## config.mk

```make
export PLATFORM = sky130hd
export DESIGN_NAME = cache_controller
export DESIGN_NICKNAME = d
export VERILOG_FILES = /design/src/rtl/cache_controller.sv
export SDC_FILE = /design/constraint.sdc
export NUM_CORES = 1
export LEC_CHECK = 0
export ABC_CLOCK_PERIOD_IN_PS = 4990
export CORE_AREA = 2 2 468 470
export DETAILED_ROUTE_END_ITERATION = 8
export DIE_AREA = 0 0 470 472
export SLEW_MARGIN = 20
export SYNTH_ARGS = -nofsm -noshare
export SYNTH_HDL_FRONTEND = slang
export SYNTH_SLANG_ARGS = --single-unit
```

## constraint.sdc

```tcl
create_clock -name clk -period 4.99 [get_ports clk]
set_clock_uncertainty 0.1 [all_clocks]
set_input_delay 0.998 -clock clk [delete_from_list [all_inputs] [get_ports clk]]
set_output_delay 0.998 -clock clk [all_outputs]
set_load 0.02 [all_outputs]
```

## src/rtl/cache_controller.sv

```systemverilog
// Direct-mapped, write-back cache controller sequencing an external tag/data array and a block-wide main memory.
// Optional CACHE_STATS_EN macro adds saturating hit/miss counters (stat_hits, stat_misses).
module cache_controller #(
  parameter  int ADDR_WIDTH = 28,
  parameter  int BLOCK_SIZE = 256,
  parameter  int CACHE_SIZE = 65536,
  localparam int WORDS      = BLOCK_SIZE / 32,
  localparam int INDEX_W    = $clog2(CACHE_SIZE * 8 / BLOCK_SIZE),
  localparam int OFF_W      = $clog2(WORDS),
  localparam int TAG_W      = ADDR_WIDTH - INDEX_W - OFF_W
) (
  input  logic                        clk,
  input  logic                        rst,
  input  logic [ADDR_WIDTH-1:0]       cpu_addr,
  input  logic [31:0]                 cpu_wdata,
  input  logic                        cpu_rd,
  input  logic                        cpu_wr,
  output logic [31:0]                 cpu_rdata,
  output logic                        cpu_ready,
  output logic [ADDR_WIDTH-1:0]       cm_addr,
  output logic [BLOCK_SIZE-1:0]       cm_data_write,
  output logic                        cm_dirty_write,
  output logic                        cm_write_en,
  input  logic [BLOCK_SIZE-1:0]       cm_data_read,
  input  logic [TAG_W-1:0]            cm_tag_read,
  input  logic                        cm_dirty_read,
  input  logic                        cm_hit,
  output logic [ADDR_WIDTH-OFF_W-1:0] mem_addr,
  output logic [BLOCK_SIZE-1:0]       mem_wdata,
  output logic                        mem_rd,
  output logic                        mem_wr,
  input  logic [BLOCK_SIZE-1:0]       mem_rdata,
  input  logic                        mem_ready
`ifdef CACHE_STATS_EN
  ,
  output logic [31:0]                 stat_hits,
  output logic [31:0]                 stat_misses
`endif
);

  typedef enum logic [2:0] {
    IDLE,
    LOOKUP,
    WRITEBACK,
    FILL,
    UPDATE,
    RESPOND
  } state_t;

  state_t state, next_state;

  logic [ADDR_WIDTH-1:0] addr_q;
  logic [31:0]           wdata_q;
  logic                  wr_q;
  logic [BLOCK_SIZE-1:0] line_q;
  logic [TAG_W-1:0]      tag_q;
  logic                  dirty_q;
  logic [OFF_W+4:0]      bit_off;
  logic [BLOCK_SIZE-1:0] merged_line;

  assign bit_off = {addr_q[OFF_W-1:0], 5'd0};
  assign cm_addr = addr_q;

  always_ff @(posedge clk) begin
    if (rst) state <= IDLE;
    else     state <= next_state;
  end

  always_comb begin
    next_state = state;
    case (state)
      IDLE:      if (cpu_rd || cpu_wr) next_state = LOOKUP;
      LOOKUP: begin
        if (cm_hit)             next_state = wr_q ? UPDATE : RESPOND;
        else if (cm_dirty_read) next_state = WRITEBACK;
        else                    next_state = FILL;
      end
      WRITEBACK: if (mem_ready) next_state = FILL;
      FILL:      if (mem_ready) next_state = UPDATE;
      UPDATE:    next_state = RESPOND;
      RESPOND:   next_state = IDLE;
      default:   next_state = IDLE;
    endcase
  end

  // A simultaneous read+write request is captured as a write.
  always_ff @(posedge clk) begin
    if (rst) begin
      addr_q  <= '0;
      wdata_q <= '0;
      wr_q    <= 1'b0;
      line_q  <= '0;
      tag_q   <= '0;
      dirty_q <= 1'b0;
    end else begin
      case (state)
        IDLE: begin
          if (cpu_rd || cpu_wr) begin
            addr_q  <= cpu_addr;
            wdata_q <= cpu_wdata;
            wr_q    <= cpu_wr;
          end
        end
        LOOKUP: begin
          line_q  <= cm_data_read;
          tag_q   <= cm_tag_read;
          dirty_q <= cm_dirty_read;
        end
        FILL:    if (mem_ready) line_q <= mem_rdata;
        UPDATE:  line_q <= merged_line;
        default: ;
      endcase
    end
  end

  always_comb begin
    merged_line = line_q;
    if (wr_q) merged_line[bit_off +: 32] = wdata_q;
  end

  always_comb begin
    cpu_rdata      = '0;
    cpu_ready      = 1'b0;
    cm_data_write  = '0;
    cm_dirty_write = 1'b0;
    cm_write_en    = 1'b0;
    mem_addr       = '0;
    mem_wdata      = '0;
    mem_rd         = 1'b0;
    mem_wr         = 1'b0;
    case (state)
      WRITEBACK: begin
        mem_wr    = dirty_q;
        mem_addr  = {tag_q, addr_q[OFF_W +: INDEX_W]};
        mem_wdata = line_q;
      end
      FILL: begin
        mem_rd   = 1'b1;
        mem_addr = addr_q[ADDR_WIDTH-1:OFF_W];
      end
      UPDATE: begin
        cm_write_en    = 1'b1;
        cm_data_write  = merged_line;
        cm_dirty_write = wr_q;
      end
      RESPOND: begin
        cpu_ready = 1'b1;
        cpu_rdata = line_q[bit_off +: 32];
      end
      default: ;
    endcase
  end

`ifdef CACHE_STATS_EN
  // Counters saturate rather than wrap so long runs never report a misleadingly small count.
  always_ff @(posedge clk) begin
    if (rst) begin
      stat_hits   <= '0;
      stat_misses <= '0;
    end else if (state == LOOKUP) begin
      if (cm_hit && stat_hits != 32'hFFFF_FFFF)
        stat_hits <= stat_hits + 32'd1;
      else if (!cm_hit && stat_misses != 32'hFFFF_FFFF)
        stat_misses <= stat_misses + 32'd1;
    end
  end
`endif

endmodule

```

final_clocks.png
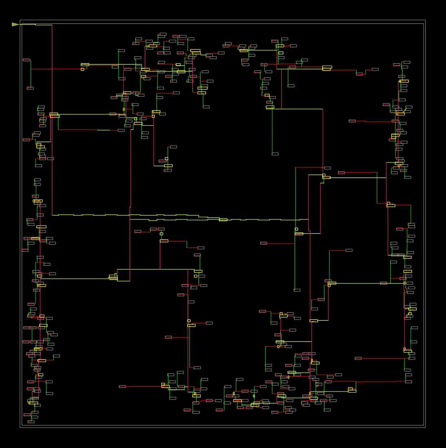
Insertion Delay late pin: 0.70 ns
number of CTS-inserted buffers: 52

cell_classes.png
Scale bar: 100 microns. Fill, decap, tap and diode cells in gray.
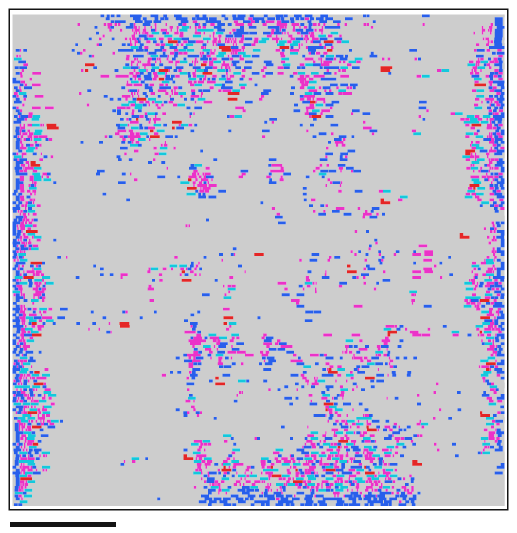
- other buffers and delay cells: blue (cells 1330; share of their area 41%)
- clock drivers and dummy loads: red (cells 96; share of their area 4.6%)
- all other logic: magenta (cells 2009; share of their area 37%)
- flip-flops: cyan (cells 335; share of their area 17%)

==> reports/metrics.yaml <==
run_status:
  outcome: "finished clean"
final_timing:
  finalMaxSlewViolations: 0
  worst_slew_margin_rel_pct: 15.0
  hold_viol: 0
  fin_crit_ns: 4.84
layout:
  final_layout_top_logic_cells: "sky130_fd_sc_hd__clkdlybuf4s50_1 (825), sky130_fd_sc_hd__nand2_1 (392), sky130_fd_sc_hd__dfxtp_1 (317)"
worst_setup_path:
  timing_worst_setup_path_type: "register to output pin"
power_and_ir_drop:
  netSwitchingFraction_pct: 45.7
  share_of_total_power_in_combinational_logic_pct: 33.6
  internal_cell_power_mw: 7.44
  power_frac_clock_pct: 29.9
min_path:
  worst_hold_path_type: "register to register"
global_route:
  antenna_violations_before_repair: 191
  grt_start_max_net_pins: 116
  grt_util_all_layers_pct: 25.0
die:
  chipWidth_microns: 470
  io_pins: 1195
drt:
  firstDrtPassIters: 6
  via_per_instance_ratio: 4.46
yosys:
  synthesis.nets: 3264
  postSynthAreaPerCell_sq_um: 8.31
placed_design:
  placement.cell_area_sq_um: 40400
met2.png
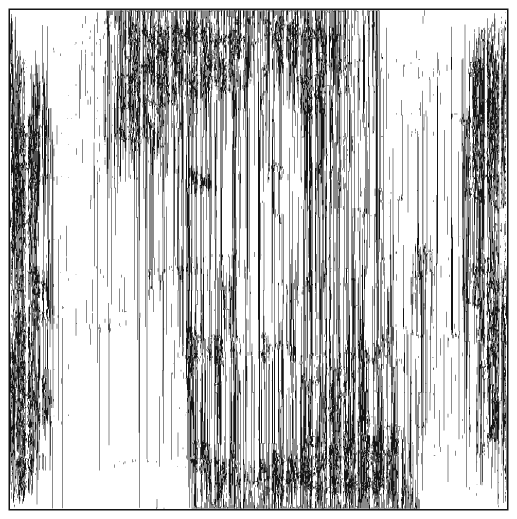
- nets with wire on the layer: 3755
- wire length on this layer: 133 mm
- longest straight run: 331 microns

-- worst max-delay path, stage by stage (launching register included) --
cell	delay [ns]
sky130_fd_sc_hd__dfxtp_1	0.47
sky130_fd_sc_hd__inv_1	0.16
sky130_fd_sc_hd__ha_1	0.43
sky130_fd_sc_hd__or3b_4	0.47
sky130_fd_sc_hd__nor3_4	0.23
sky130_fd_sc_hd__buf_12	0.24
sky130_fd_sc_hd__mux2i_1	0.17
sky130_fd_sc_hd__nor2_1	0.15
sky130_fd_sc_hd__clkdlybuf4s50_1	0.63
-- through the flow --
step,power [mW],hold WS [ns]
after floorplan,5.76,0.332
after global routing,14.0,0.383
after detailed placement,9.67,0.353
after global placement,9.62,0.345
after CTS,13.8,0.361
final,13.7,0.362
-- layout make-up --
type                    instances  share of cell area [%]
clock inverters                23                   0.681
multi-input cells            1983                    33.2
flip-flops and latches        335                    15.9
well taps                    2854                    8.41
repair buffers               1330                    37.5
inverters                      26                   0.265
clock buffers                  73                    3.54
diodes                         86                   0.507
-- synth_stat cells (all sizes together) (64+ instances only) --
master,count
clkbuf,230
mux2i,153
nand2,392
a21oi,219
mux4,64
and2,270
a211oi,118
dfxtp,335
o221a,236
nor2,301
o221ai,138
buf,94
-- cell families after synthesis --
| group | share of synthesized area (%) |
|---|---|
| compound gates | 28.9 |
| xor+xnor | 0.0395 |
| fa+ha+maj | 0.169 |
| buf+inv | 6.77 |
| flops | 30.2 |
| mux | 13.4 |
| simple gates | 20.5 |
-- metal layers --
| metal | track usage, % | part of all wire [%] | up-vias |
|---|---|---|---|
| met2 | 41.0 | 46 | 2351 |
| met3 | 9.67 | 10 | 665 |
| met1 | 26.8 | 36 | 14700 |
| li1 | - | - | 12100 |
| met5 | 0 | 0.23 | - |
| met4 | 16.5 | 7.8 | 104 |
-- worst max path at each step --
stage | start | endpoint | slack, ns | depth (start not counted)
6_report | cm_addr[2] | cm_data_write[221] | 0.15 | 8
5_1_grt | cm_addr[2] | cm_data_write[152] | -0.01 | 8
4_1_cts | cm_addr[2] | cm_data_write[104] | 0.0006 | 8
3_5_place_dp | cm_addr[2] | cm_data_write[44] | 0.70 | 7
3_3_place_gp | cm_addr[0] | cm_data_write[42] | 0.81 | 8
2_1_floorplan | cm_addr[1] | cm_data_write[214] | 0.72 | 10
-- sequential cells by signal (all words and copies together), names as in the netlist --
| name | cells |
|---|---|
| wdata_q | 32 |
| line_q | 256 |
| state | 3 |
| cm_addr | 28 |
| tag_q | 14 |
| dirty_q | 1 |
| wr_q | 1 |
-- repair_timing --
item	CTS	global route
endpoints found under the setup margin	6	25
pin swaps	1	2
resized	1	0
hold buffers	0	0
buffers inserted	3	3
-- power groups by stage --
stage / Clock [mW] / Combinational (mW) / Sequential, mW
final: 4.10 / 4.61 / 4.99
after global placement: 0 / 4.51 / 5.12
after detailed placement: 0 / 4.56 / 5.11
after global routing: 4.24 / 4.80 / 4.98
after floorplan: 0 / 2.18 / 3.58
after CTS: 4.17 / 4.59 / 5.06
No activity file was given, so power comes from the tool's default toggle rates.
